## src/rtl/board_io_ctrl.sv

```systemverilog
// board_io_ctrl: switch synchroniser/debouncer with sticky change flags and IRQ,
// plus a two-stage registered LED driver with global PWM brightness.
module board_io_ctrl #(
  parameter int SW_WIDTH        = 8,
  parameter int LED_WIDTH       = 8,
  parameter int DEBOUNCE_CYCLES = 50000,
  parameter int PWM_BITS        = 4
) (
  input  logic                 clk,
  input  logic                 rst,
  input  logic [SW_WIDTH-1:0]  i_sw,
  output logic [SW_WIDTH-1:0]  o_sw_db,
  output logic [SW_WIDTH-1:0]  o_sw_event,
  input  logic [SW_WIDTH-1:0]  i_event_clr,
  output logic                 o_irq,
  input  logic [LED_WIDTH-1:0] i_led,
  input  logic [PWM_BITS-1:0]  i_led_bright,
  output logic [LED_WIDTH-1:0] o_led
);

  localparam int CNT_W = $clog2(DEBOUNCE_CYCLES + 1);
  localparam logic [CNT_W-1:0] CNT_LAST = CNT_W'(DEBOUNCE_CYCLES - 1);

  logic [SW_WIDTH-1:0]  sync1_q, sync2_q;
  logic [SW_WIDTH-1:0]  db_q, db_d, db_dly_q;
  logic [SW_WIDTH-1:0]  event_q, event_d;
  logic [CNT_W-1:0]     cnt_q [SW_WIDTH];
  logic [CNT_W-1:0]     cnt_d [SW_WIDTH];

  logic [LED_WIDTH-1:0] led_s1_q, led_q, led_d;
  logic [PWM_BITS-1:0]  bright_s1_q;
  logic [PWM_BITS-1:0]  pwm_q;
  logic                 led_on;

  // Debounce: count consecutive mismatch cycles, accept on the last one.
  // The counter clears on accept, so it never exceeds DEBOUNCE_CYCLES-1.
  always_comb begin
    db_d = db_q;
    for (int i = 0; i < SW_WIDTH; i++) begin
      cnt_d[i] = '0;
      if (sync2_q[i] != db_q[i]) begin
        if (cnt_q[i] == CNT_LAST) begin
          db_d[i] = sync2_q[i];
        end else begin
          cnt_d[i] = cnt_q[i] + CNT_W'(1);
        end
      end
    end
    // A fresh change wins over a coincident clear.
    event_d = (event_q & ~i_event_clr) | (db_q ^ db_dly_q);
  end

  // Switch path registers: synchroniser, debounce state, change flags.
  always_ff @(posedge clk) begin
    if (rst) begin
      sync1_q  <= '0;
      sync2_q  <= '0;
      db_q     <= '0;
      db_dly_q <= '0;
      event_q  <= '0;
      for (int i = 0; i < SW_WIDTH; i++) cnt_q[i] <= '0;
    end else begin
      sync1_q  <= i_sw;
      sync2_q  <= sync1_q;
      db_q     <= db_d;
      db_dly_q <= db_q;
      event_q  <= event_d;
      for (int i = 0; i < SW_WIDTH; i++) cnt_q[i] <= cnt_d[i];
    end
  end

  // LED gating: all-ones brightness bypasses the compare to reach 100% duty.
  always_comb begin
    led_on = (pwm_q < bright_s1_q) || (&bright_s1_q);
    led_d  = led_on ? led_s1_q : '0;
  end

  // LED pipeline and free-running PWM counter (never reset by brightness changes).
  always_ff @(posedge clk) begin
    if (rst) begin
      led_s1_q    <= '0;
      bright_s1_q <= '0;
      pwm_q       <= '0;
      led_q       <= '0;
    end else begin
      led_s1_q    <= i_led;
      bright_s1_q <= i_led_bright;
      pwm_q       <= pwm_q + PWM_BITS'(1);
      led_q       <= led_d;
    end
  end

  assign o_sw_db    = db_q;
  assign o_sw_event = event_q;
  assign o_irq      = |event_q;
  assign o_led      = led_q;

endmodule

```

## config.mk

```make
export PLATFORM = sky130hd
export DESIGN_NAME = board_io_ctrl
export DESIGN_NICKNAME = d
export VERILOG_FILES = /design/src/rtl/board_io_ctrl.sv
export SDC_FILE = /design/constraint.sdc
export NUM_CORES = 1
export LEC_CHECK = 0
export CAP_MARGIN = 0
export CORE_ASPECT_RATIO = 1.2
export CORE_UTILIZATION = 35
export CTS_BUF_LIST = sky130_fd_sc_hd__clkbuf_8
export DETAILED_ROUTE_END_ITERATION = 7
export PLACE_DENSITY = 0.55
export SLEW_MARGIN = 10
export SYNTH_ARGS = -nofsm -noshare
export SYNTH_HDL_FRONTEND = slang
export SYNTH_SLANG_ARGS = --single-unit
```

## constraint.sdc

```tcl
create_clock -name clk -period 1.8 [get_ports clk]
set_input_delay 0.18 -clock clk [delete_from_list [all_inputs] [get_ports clk]]
set_output_delay 0.18 -clock clk [all_outputs]
set_load 0.01 [all_outputs]
```

==> run_1/metal_density.png <==
Scale: 2 px per um. The die is cut into 28 by 33 equal tiles; white is low, dark blue is high, scaled to the fullest tile. Values are wire area over tile area, all layers added.
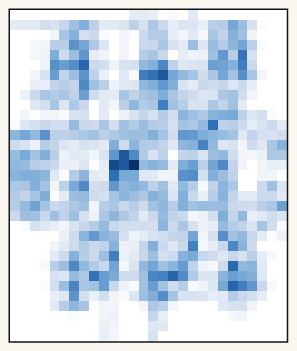
emptiest ninth of the die: bottom left
densest ninth of the die: middle
tiles over half the peak: 8.7%
nearly empty tiles: 23%
total number of vias: 5686
GR Util All Layers: 13.6%
post-DR wirelength/cell: 11.9 um
final wirelength: 14700 um

==> run_1/congestion.png <==
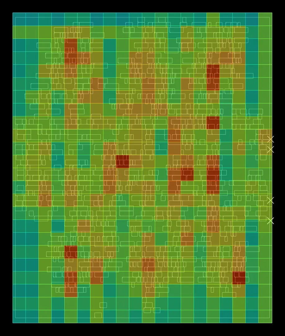
met1 Usage GRT: 16.9%
met2 usage: 22.6%
GRT met3 Usage: 3.24%
Most Used Layer, Global Route: met2

==> run_1/io_fan.png <==
Scale: 3 px per um.
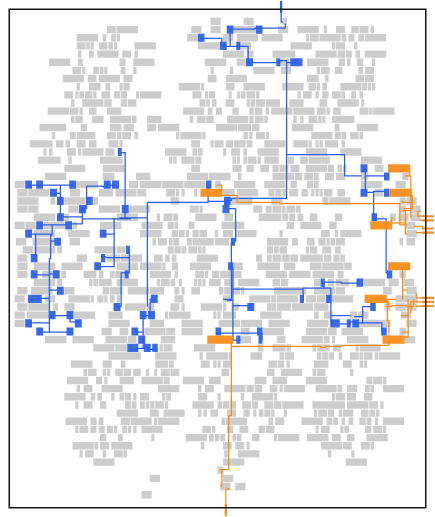
legend:
  orange:
    port: o_sw_event
    direction: output
    end_cells: 8
    buffers: 8
    wire: 326 um
  blue:
    port: rst
    direction: input
    end_cells: 77
    buffers: 6
    wire: 801 um
Top Ports: 55
port buffer count: 54

==> run_1/logic_types.png <==
Scale: 2 px per um.
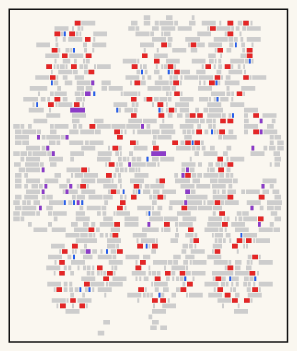
legend:
  purple:
    family: aoi and oai cells
    cells: 29
    most_used: a21oi_1
  blue:
    family: inv cells
    cells: 33
    most_used: inv_1
    where: all over the die
  red:
    family: xor and xnor cells
    cells: 126
    most_used: xnor2_1
    where: all over the die

run 1: worst paths after layout:
path                                         startpoint                 endpoint  slack [ns]
worst max-delay path            cnt_q[1][49]$_SDFF_PP0_  cnt_q[1][63]$_SDFF_PP0_        0.06
worst min-delay path                                rst  o_sw_db[0]$_SDFFE_PP0P_        0.19
worst max register to register  cnt_q[1][49]$_SDFF_PP0_  cnt_q[1][63]$_SDFF_PP0_        0.06
worst min register to register   led_s1_q[3]$_SDFF_PP0_      o_led[3]$_SDFF_PP0_        0.43
run 1: power by group through the flow:
stage	Clock [uW]	Combinational [uW]	Sequential, uW
floorplan	0	121	4420
global placement	0	251	4420
CTS	3130	255	4320
finish	3000	250	4320
detailed placement	0	252	4420
global route	3280	280	4330
run 1: critical path, stage by stage (launching register included):
cell and delay, ns:
dfxtp_2 0.38, ha_4 0.16, nand3_4 0.07, or4_4 0.45, o31ai_4 0.34, buf_6 0.17, a21oi_1 0.04
run 1: sequential cells by signal, summed over array words and instances (netlist names):
signal       cells
cnt_q          128
pwm_q            4
led_s1_q         8
o_led            8
bright_s1_q      4
sync2_q          8
o_sw_db          8
db_dly_q         8
sync1_q          8
o_sw_event       8
run 1: per-layer routing:
layer  GRT usage, %  up-vias  part of all wire, %
met4           5.57        0                  1.4
li1               -     3041                    -
met2           22.6       67                   47
met3           3.24       13                  3.5
met1           16.9     2565                   49
met5              0        -                    0
run 1: layout make-up:
type	instances	share of cell area, %
tap	274	3.59
multi-input combinational	596	40.0
inverter	33	1.30
sequential	192	40.4
clock buffer	18	2.60
clock inverter	14	1.84
timing repair buffer	106	10.3
run 1: what timing repair did:
action,4_1_cts,5_1_grt
buffers inserted,0,1
endpoints found under the setup margin,17,48
pin swaps,1,5
resized,8,12
==> flow_summary_export.csv, run 1 <==
group,metric,value,unit
outcome,status,"complete, but fails checks",
outcome,violations,"DRC",
placement,gp_congestion,0.741,
synth,xor_share,14.1,%
placement,place_inst,1200,
layout,ff_latch_area,3850,um2
placement,place_area,9030,um2
timing,hold_violations,0,
critical_path,arrival,2.08,ns
power_and_ir_drop,intPower,5870,uW
floorplanning,floorplan.core_util,35.9,%
power_and_ir_drop,comb_power_share,3.3,%
clock_tree,ctsHoldBuffers,0,
synth,top_cell_area_share,49.2,%
clock_tree,numCtsBuffers,17,
synth,floorplan.nets,882,
floorplanning,fp.dieH,166,um
grt,antenna_found_initial,0,
grt,grt_first_pass_wirelength,25600,um
clock_tree,htree_levels,4,
synth,ys_chip_area,7810,um2
layout,final_layout_top_logic_cells,"dfxtp_1 (185), nor2_1 (144), xnor2_1 (116)",
grt,grt_pass1_vias,5556,
routing,drc,9,
routing,dr.pass1.iters,6,
routing,ant_nets,0,
critical_path,crit_required,2.14,ns
layout,nFillCells,2148,
synth,synth_area,7810,um2
layout,layout_top_cell,"dfxtp_1",
synth,synth.most_common_cell,"dfxtp_1",
synth,yosys.area.top_type,"dfxtp_1",
==> run_1/clk_routes.png <==
Scale: 3 px per um.
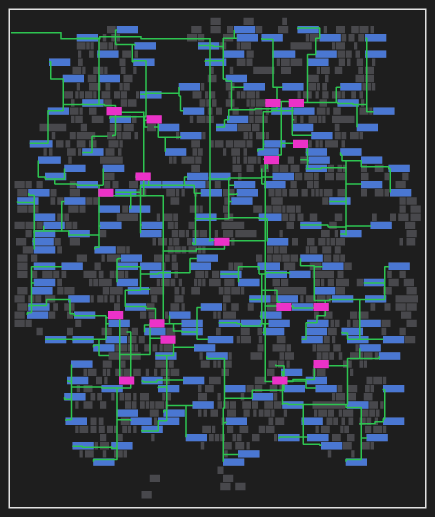

--- run 2 (diff from run 1) ---
CTS_BUF_LIST = not set   (was sky130_fd_sc_hd__clkbuf_8)
==> run_2/clk_routes.png <==
Scale: 3 px per um.
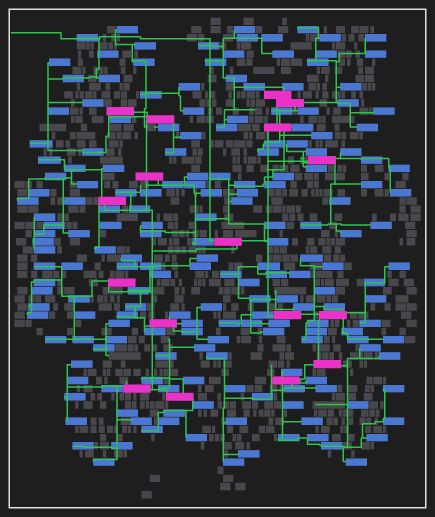
legend:
  blue:
    item: flip-flops
    count: 192
  magenta:
    item: clock drivers
    count: 17
  green:
    item: clock wires
    length: 2320 um
routed clock nets: 18
Final Skew: 0.00832 ns
clock share of power: 46.3%
clk pwr: 3950 uW

==> flow_summary_export.csv, run 2 <==
group,metric,value,unit
outcome,status,"complete, but fails checks",
outcome,violations,"DRC",
routing,drt-wirelength-per-cell,12.0,um
critical_path,arrival,2.06,ns
grt,gr-usage-all-layers,13.7,%
synth,yosys.area.top_type,"dfxtp_1",
grt,grt_first_pass_wirelength,25700,um
synth,top_cell_area_share,49.2,%
grt,gr-usage-met2,22.7,%
floorplanning,io_pins,55,
routing,drc,9,
grt,met3_usage,3.32,%
synth,synth_area,7810,um2
critical_path,crit_required,2.12,ns
routing,top_layer,"met4",
synth,synth.most_common_cell,"dfxtp_1",
synth,ys_chip_area,7810,um2
clock_tree,numCtsBuffers,17,
routing,met3WireLength,516,um
grt,use_met1,17.1,%
clock_tree,ctsHoldBuffers,0,
[run 2: cell types whose count changed in the layout (fill, tap and decap cells not counted)]
cell	delta
clkbuf_1	+1
clkbuf_16	+17
clkbuf_8	-17
dfxtp_1	+3
dfxtp_2	-2
dfxtp_4	-1
inv_1	-1
nor4_2	+1
nor4_4	-1
[run 2: area by class of cell]
type / count / area [um2] / share of cell area [%]
clock inverter: 13 / 171 / 1.76
multi-input combinational: 596 / 3800 / 39.1
clock buffer: 19 / 443 / 4.56
sequential: 192 / 3850 / 39.6
inverter: 33 / 124 / 1.28
tap: 274 / 343 / 3.53
timing repair buffer: 106 / 982 / 10.1
[run 2: worst paths after layout]
path                                               from                      end  slack [ns]  depth (start not counted)
worst min-delay path                                rst  o_sw_db[0]$_SDFFE_PP0P_        0.23                          2
worst max register to register  cnt_q[0][59]$_SDFF_PP0_  cnt_q[0][59]$_SDFF_PP0_        0.06                          4
worst min register to register   led_s1_q[0]$_SDFF_PP0_      o_led[0]$_SDFF_PP0_        0.43                          2
worst max-delay path            cnt_q[0][59]$_SDFF_PP0_  cnt_q[0][59]$_SDFF_PP0_        0.06                          4
[run 2: worst reg2reg max path, stage by stage (launching register included)]
cell and delay [ns]:
dfxtp_1 0.31, or4_1 0.51, or4_4 0.56, nand2_4 0.18
nor2_1 0.07
[run 2: power breakdown]
part / switching [uW] / internal (uW)
sequential: 25.1 / 4300
clock: 1690 / 2260
combinational: 109 / 142
[run 2: kinds of logic (layout without fill, tap and decap cells)]
logic type	Yosys count	count (layout)	synth area share, %
AND/OR/NAND/NOR	420	420	28.0
adder cells (fa/ha/maj)	12	12	1.92
XOR/XNOR	126	126	14.1
flip-flops	192	192	49.2
multiplexers	8	8	1.07
AND-OR/OR-AND	30	30	2.50
buffers and inverters	52	171	3.17
Power is estimated from default activity; no workload was simulated.
